==> config.mk <==
export PLATFORM = sky130hd
export DESIGN_NAME = uart_tx
export DESIGN_NICKNAME = d
export VERILOG_FILES = /design/src/rtl/uart_pkg.sv /design/src/rtl/uart_tx_fsm.sv /design/src/rtl/uart_tx.sv
export SDC_FILE = /design/constraint.sdc
export NUM_CORES = 1
export LEC_CHECK = 0
export CAP_MARGIN = 25
export CELL_PAD_IN_SITES_DETAIL_PLACEMENT = 1
export CELL_PAD_IN_SITES_GLOBAL_PLACEMENT = 1
export CORE_MARGIN = 5
export CORE_UTILIZATION = 44
export CTS_BUF_LIST = sky130_fd_sc_hd__clkbuf_16
export CTS_CLUSTER_DIAMETER = 200
export DETAILED_ROUTE_END_ITERATION = 6
export DONT_BUFFER_PORTS = 1
export PLACE_DENSITY = 0.82
export SYNTH_ARGS = -nofsm -noshare
export SYNTH_HDL_FRONTEND = slang
export SYNTH_SLANG_ARGS = --single-unit
==> constraint.sdc <==
create_clock -name UART_TX_CLK -period 1.6 [get_ports UART_TX_CLK]
set_clock_uncertainty 0.1 [all_clocks]
set_input_delay 0.16 -clock UART_TX_CLK [delete_from_list [all_inputs] [get_ports UART_TX_CLK]]
set_output_delay 0.16 -clock UART_TX_CLK [all_outputs]
set_load 0.01 [all_outputs]
==> src/rtl/uart_pkg.sv <==
// Shared UART definitions: Gray-coded controller states, parity constants and the default frame width.
// Both the transmit and receive controllers import this so their frame formats stay in lockstep.
package uart_pkg;

  localparam int DEFAULT_DATA_WIDTH = 8;
  localparam int MAX_DATA_WIDTH     = 16;

  localparam logic PAR_EVEN = 1'b0;
  localparam logic PAR_ODD  = 1'b1;

  typedef enum logic [2:0] {
    ST_IDLE   = 3'b000,
    ST_START  = 3'b001,
    ST_DATA   = 3'b011,
    ST_PARITY = 3'b010,
    ST_STOP   = 3'b110
  } uart_state_e;

  // Data narrower than MAX_DATA_WIDTH is zero-extended, which leaves the XOR unchanged.
  function automatic logic parity_bit(input logic [MAX_DATA_WIDTH-1:0] data,
                                      input logic                      par_typ);
    return (^data) ^ (par_typ == PAR_ODD);
  endfunction

endpackage

==> src/rtl/uart_tx_fsm.sv <==
// Transmit frame sequencer: state register, next-state logic and data bit counter.
// state  | meaning: IDLE line high | START start bit | DATA data bits | PARITY parity bit | STOP stop bit
module uart_tx_fsm
  import uart_pkg::*;
#(
  parameter int DATA_WIDTH = DEFAULT_DATA_WIDTH
) (
  input  logic        clk,
  input  logic        rst,
  input  logic        hold_full,
  input  logic        par_en_q,
  output uart_state_e state,
  output uart_state_e state_nxt,
  output logic        load,
  output logic        busy
);

  localparam int CNT_W = $clog2(DATA_WIDTH);
  localparam logic [CNT_W-1:0] LAST_BIT = CNT_W'(DATA_WIDTH - 1);

  logic [CNT_W-1:0] bit_cnt;

  always_ff @(posedge clk or posedge rst) begin
    if (rst) begin
      state <= ST_IDLE;
    end else begin
      state <= state_nxt;
    end
  end

  always_ff @(posedge clk or posedge rst) begin
    if (rst) begin
      bit_cnt <= '0;
    end else if (load) begin
      bit_cnt <= '0;
    end else if (state == ST_DATA) begin
      bit_cnt <= bit_cnt + 1'b1;
    end
  end

  always_comb begin
    state_nxt = ST_IDLE;
    case (state)
      ST_IDLE:   state_nxt = hold_full ? ST_START : ST_IDLE;
      ST_START:  state_nxt = ST_DATA;
      ST_DATA: begin
        if (bit_cnt == LAST_BIT) begin
          state_nxt = par_en_q ? ST_PARITY : ST_STOP;
        end else begin
          state_nxt = ST_DATA;
        end
      end
      ST_PARITY: state_nxt = ST_STOP;
      ST_STOP:   state_nxt = hold_full ? ST_START : ST_IDLE;
      default:   state_nxt = ST_IDLE;
    endcase
  end

  // A load is exactly a transition into START; STOP->START gives gapless frames.
  always_comb begin
    load = 1'b0;
    busy = 1'b1;
    case (state)
      ST_IDLE: begin
        load = hold_full;
        busy = 1'b0;
      end
      ST_STOP: load = hold_full;
      default: begin
        load = 1'b0;
        busy = 1'b1;
      end
    endcase
  end

endmodule

==> src/rtl/uart_tx.sv <==
// UART transmitter: one-entry holding register feeding a shift register, with a registered line output.
// One bit per clock; frame is start, data LSB first, optional parity, one stop.
module uart_tx
  import uart_pkg::*;
#(
  parameter int DATA_WIDTH = DEFAULT_DATA_WIDTH
) (
  input  logic                  UART_TX_CLK,
  input  logic                  UART_TX_RST,
  input  logic [DATA_WIDTH-1:0] UART_TX_P_DATA,
  input  logic                  UART_TX_DATA_VALID,
  input  logic                  UART_TX_PAR_EN,
  input  logic                  UART_TX_PAR_TYP,
  output logic                  UART_TX_READY,
  output logic                  UART_TX_OUT,
  output logic                  UART_TX_BUSY
);

  logic                  hold_full;
  logic [DATA_WIDTH-1:0] hold_data;
  logic                  hold_par_en;
  logic                  hold_par_typ;

  logic [DATA_WIDTH-1:0] shift_q;
  logic [DATA_WIDTH-1:0] shift_nxt;
  logic                  par_bit_q;
  logic                  par_bit_nxt;
  logic                  par_en_q;
  logic                  line_q;
  logic                  line_nxt;

  logic                  accept;
  logic                  load;
  uart_state_e           state;
  uart_state_e           state_nxt;

  assign UART_TX_READY = ~hold_full & ~UART_TX_RST;
  assign accept        = UART_TX_DATA_VALID & UART_TX_READY;

  uart_tx_fsm #(
    .DATA_WIDTH (DATA_WIDTH)
  ) u_fsm (
    .clk       (UART_TX_CLK),
    .rst       (UART_TX_RST),
    .hold_full (hold_full),
    .par_en_q  (par_en_q),
    .state     (state),
    .state_nxt (state_nxt),
    .load      (load),
    .busy      (UART_TX_BUSY)
  );

  // READY is low whenever hold_full is set, so accept and load never coincide.
  always_ff @(posedge UART_TX_CLK or posedge UART_TX_RST) begin
    if (UART_TX_RST) begin
      hold_full    <= 1'b0;
      hold_data    <= '0;
      hold_par_en  <= 1'b0;
      hold_par_typ <= PAR_EVEN;
    end else if (accept) begin
      hold_full    <= 1'b1;
      hold_data    <= UART_TX_P_DATA;
      hold_par_en  <= UART_TX_PAR_EN;
      hold_par_typ <= UART_TX_PAR_TYP;
    end else if (load) begin
      hold_full    <= 1'b0;
    end
  end

  always_comb begin
    shift_nxt = shift_q;
    if (load) begin
      shift_nxt = hold_data;
    end else if (state == ST_DATA) begin
      shift_nxt = shift_q >> 1;
    end
  end

  always_comb begin
    par_bit_nxt = par_bit_q;
    if (load) begin
      par_bit_nxt = parity_bit(MAX_DATA_WIDTH'(hold_data), hold_par_typ);
    end
  end

  always_ff @(posedge UART_TX_CLK or posedge UART_TX_RST) begin
    if (UART_TX_RST) begin
      shift_q   <= '0;
      par_bit_q <= 1'b0;
      par_en_q  <= 1'b0;
    end else begin
      shift_q   <= shift_nxt;
      par_bit_q <= par_bit_nxt;
      if (load) begin
        par_en_q <= hold_par_en;
      end
    end
  end

  // Line is driven from the upcoming state so OUT is a flop with no decode glitches.
  always_comb begin
    line_nxt = 1'b1;
    case (state_nxt)
      ST_START:  line_nxt = 1'b0;
      ST_DATA:   line_nxt = shift_nxt[0];
      ST_PARITY: line_nxt = par_bit_nxt;
      default:   line_nxt = 1'b1;
    endcase
  end

  always_ff @(posedge UART_TX_CLK or posedge UART_TX_RST) begin
    if (UART_TX_RST) begin
      line_q <= 1'b1;
    end else begin
      line_q <= line_nxt;
    end
  end

  assign UART_TX_OUT = line_q;

endmodule
Fig. 1: the clock network
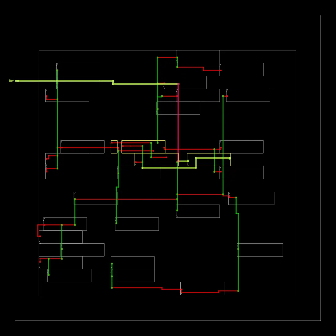
clk_lat worst skew: 0.26 ns
Num Clock Sinks: 28
CLK BUF: 3
clock group total power: 579 uW
CTS Buf Count: 3

Fig. 2: the metal 2 layer
The bar under the picture is 20 um long.
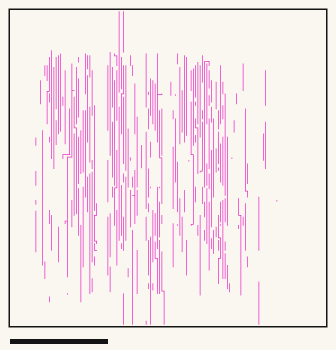
share of all routed wire: 51%
wire length on this layer: 1840 um
main direction: vertical
nets with wire on the layer: 137
longest straight run: 27.5 um
Total Wirelength: 3574 um
grt met2 use: 34.79%
vias: 944

Fig. 3: supply network
The bar under the picture is 20 um long. Pins as bars on the die edge.
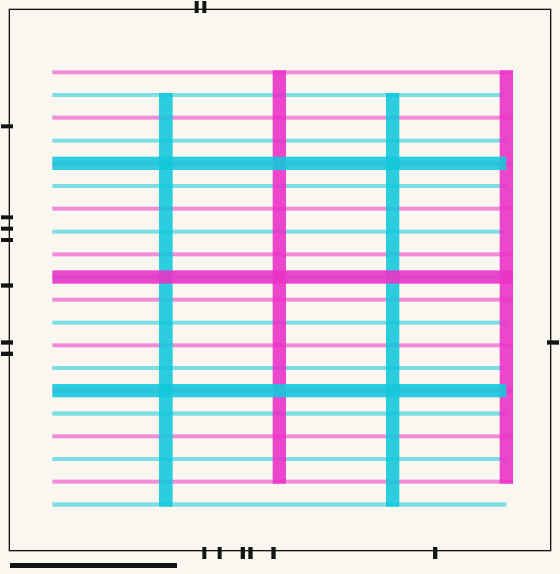
| colour | net |
|---|---|
| cyan | VSS |
| magenta | VDD |
signal pins: 16
met4 straps: 4
met1 rails: 20
met5 straps: 3

Fig. 4: signal wires by layer
The bar under the picture is 20 um long. Two of the layers only.
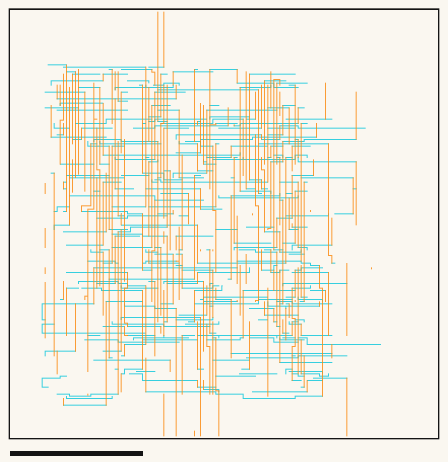
| colour | layer | wire length |
|---|---|---|
| cyan | M1 | 1490 um |
| orange | M2 | 1840 um |
Wirelength per Cell: 22.06 um
Tot GR Track Use: 19.57%

==> out/metrics.csv <==
stage,metric,value,unit
run_status,status,"finished, violations left",
run_status,violations,setup timing,
cells_and_area,largestClassByArea,sequential cells,
clock_network,post_cts_buffers,1,
final_timing,tightest_slew,0.3498,ns
cells_and_area,seq_share,41.72,%
grt,met3_usage,5.527,%
final_timing,slew_violations,0,
route,routed_via_density,5.827,
cells_and_area,flop-count,28,
final_timing,tns,-0.1188,ns
clock_network,htree_levels,1,
worst_setup_path,r2r_end,par_bit_q$_DFF_PP0_,
cells_and_area,fin_nets,147,
synth,ys_cells,108,
run,drv_cap,0,
cells_and_area,seqCellArea,703.2,um2
floorplanning,initial_core_util,46.70,%
floorplanning,coreArea,0.002805,mm2
floorplanning,ios,16,
worst_setup_path,start_kind,flop,
cells_and_area,final_cell_mix,"26 x dfrtp_1, 11 x mux2_2, 11 x dlygate4sd3_1, 10 x buf_4, 9 x nand2_1",
placement,numPortBuffers,0,
cells_and_area,logic_gates,73,
final_timing,setup_viol,5,
route,drc,0,
worst_setup_path,required,1.65,ns
synth,synth-adder-area-share,1.910,%
grt,grt_pass1_vias,1107,
cells_and_area,comb_share,36.38,%
cells_and_area,fin_util,60.08,%
cells_and_area,drive_above_1_share,29.01,%
clock_network,ctsResizeCount,5,
power,pg_seq,1.42,mW
floorplanning,rows,19,
grt,busiest_layer,met2,
synth,common_cells,"27 x dfrtp_1, 11 x mux2_2, 9 x nand2_1",
power,pwr-share-seq,36.5,%
final_timing,relSlewSlack,76.68,%
final_timing,setup_slack,-0.04146,ns
synth,yosysWarnings,0,
power,powerDensity,2314,mW/mm2
worst_setup_path,critPathLaunch,hold_data[2]$_DFFE_PP0P_,
synth,syn_area,0.001310,mm2
synth,synth_dominant_cell_count,dfrtp_1,
cells_and_area,n_all_buffers,25,
floorplanning,die_h,64.57,um
worst_setup_path,cp.depth,4,
synth,yosysChipArea,0.001310,mm2
final_timing,rsz0062_at_grt,yes,
route,ant_nets,0,
final_timing,fmax,0.6092,GHz
worst_setup_path,slowest_delay,0.44,ns
synth,ys_seq_share,53.58,%
power,intPower,2.468,mW
synth,netlist.area_leader.share,51.58,%
worst_setup_path,crit_end,par_bit_q$_DFF_PP0_,
synth,syn_nets,123,
grt,grt_max_degree,29,
cells_and_area,antenna_cells,0,
final_timing,hold_viol,0,
Power figures rest on the tool's default switching activity, not on a simulated workload.
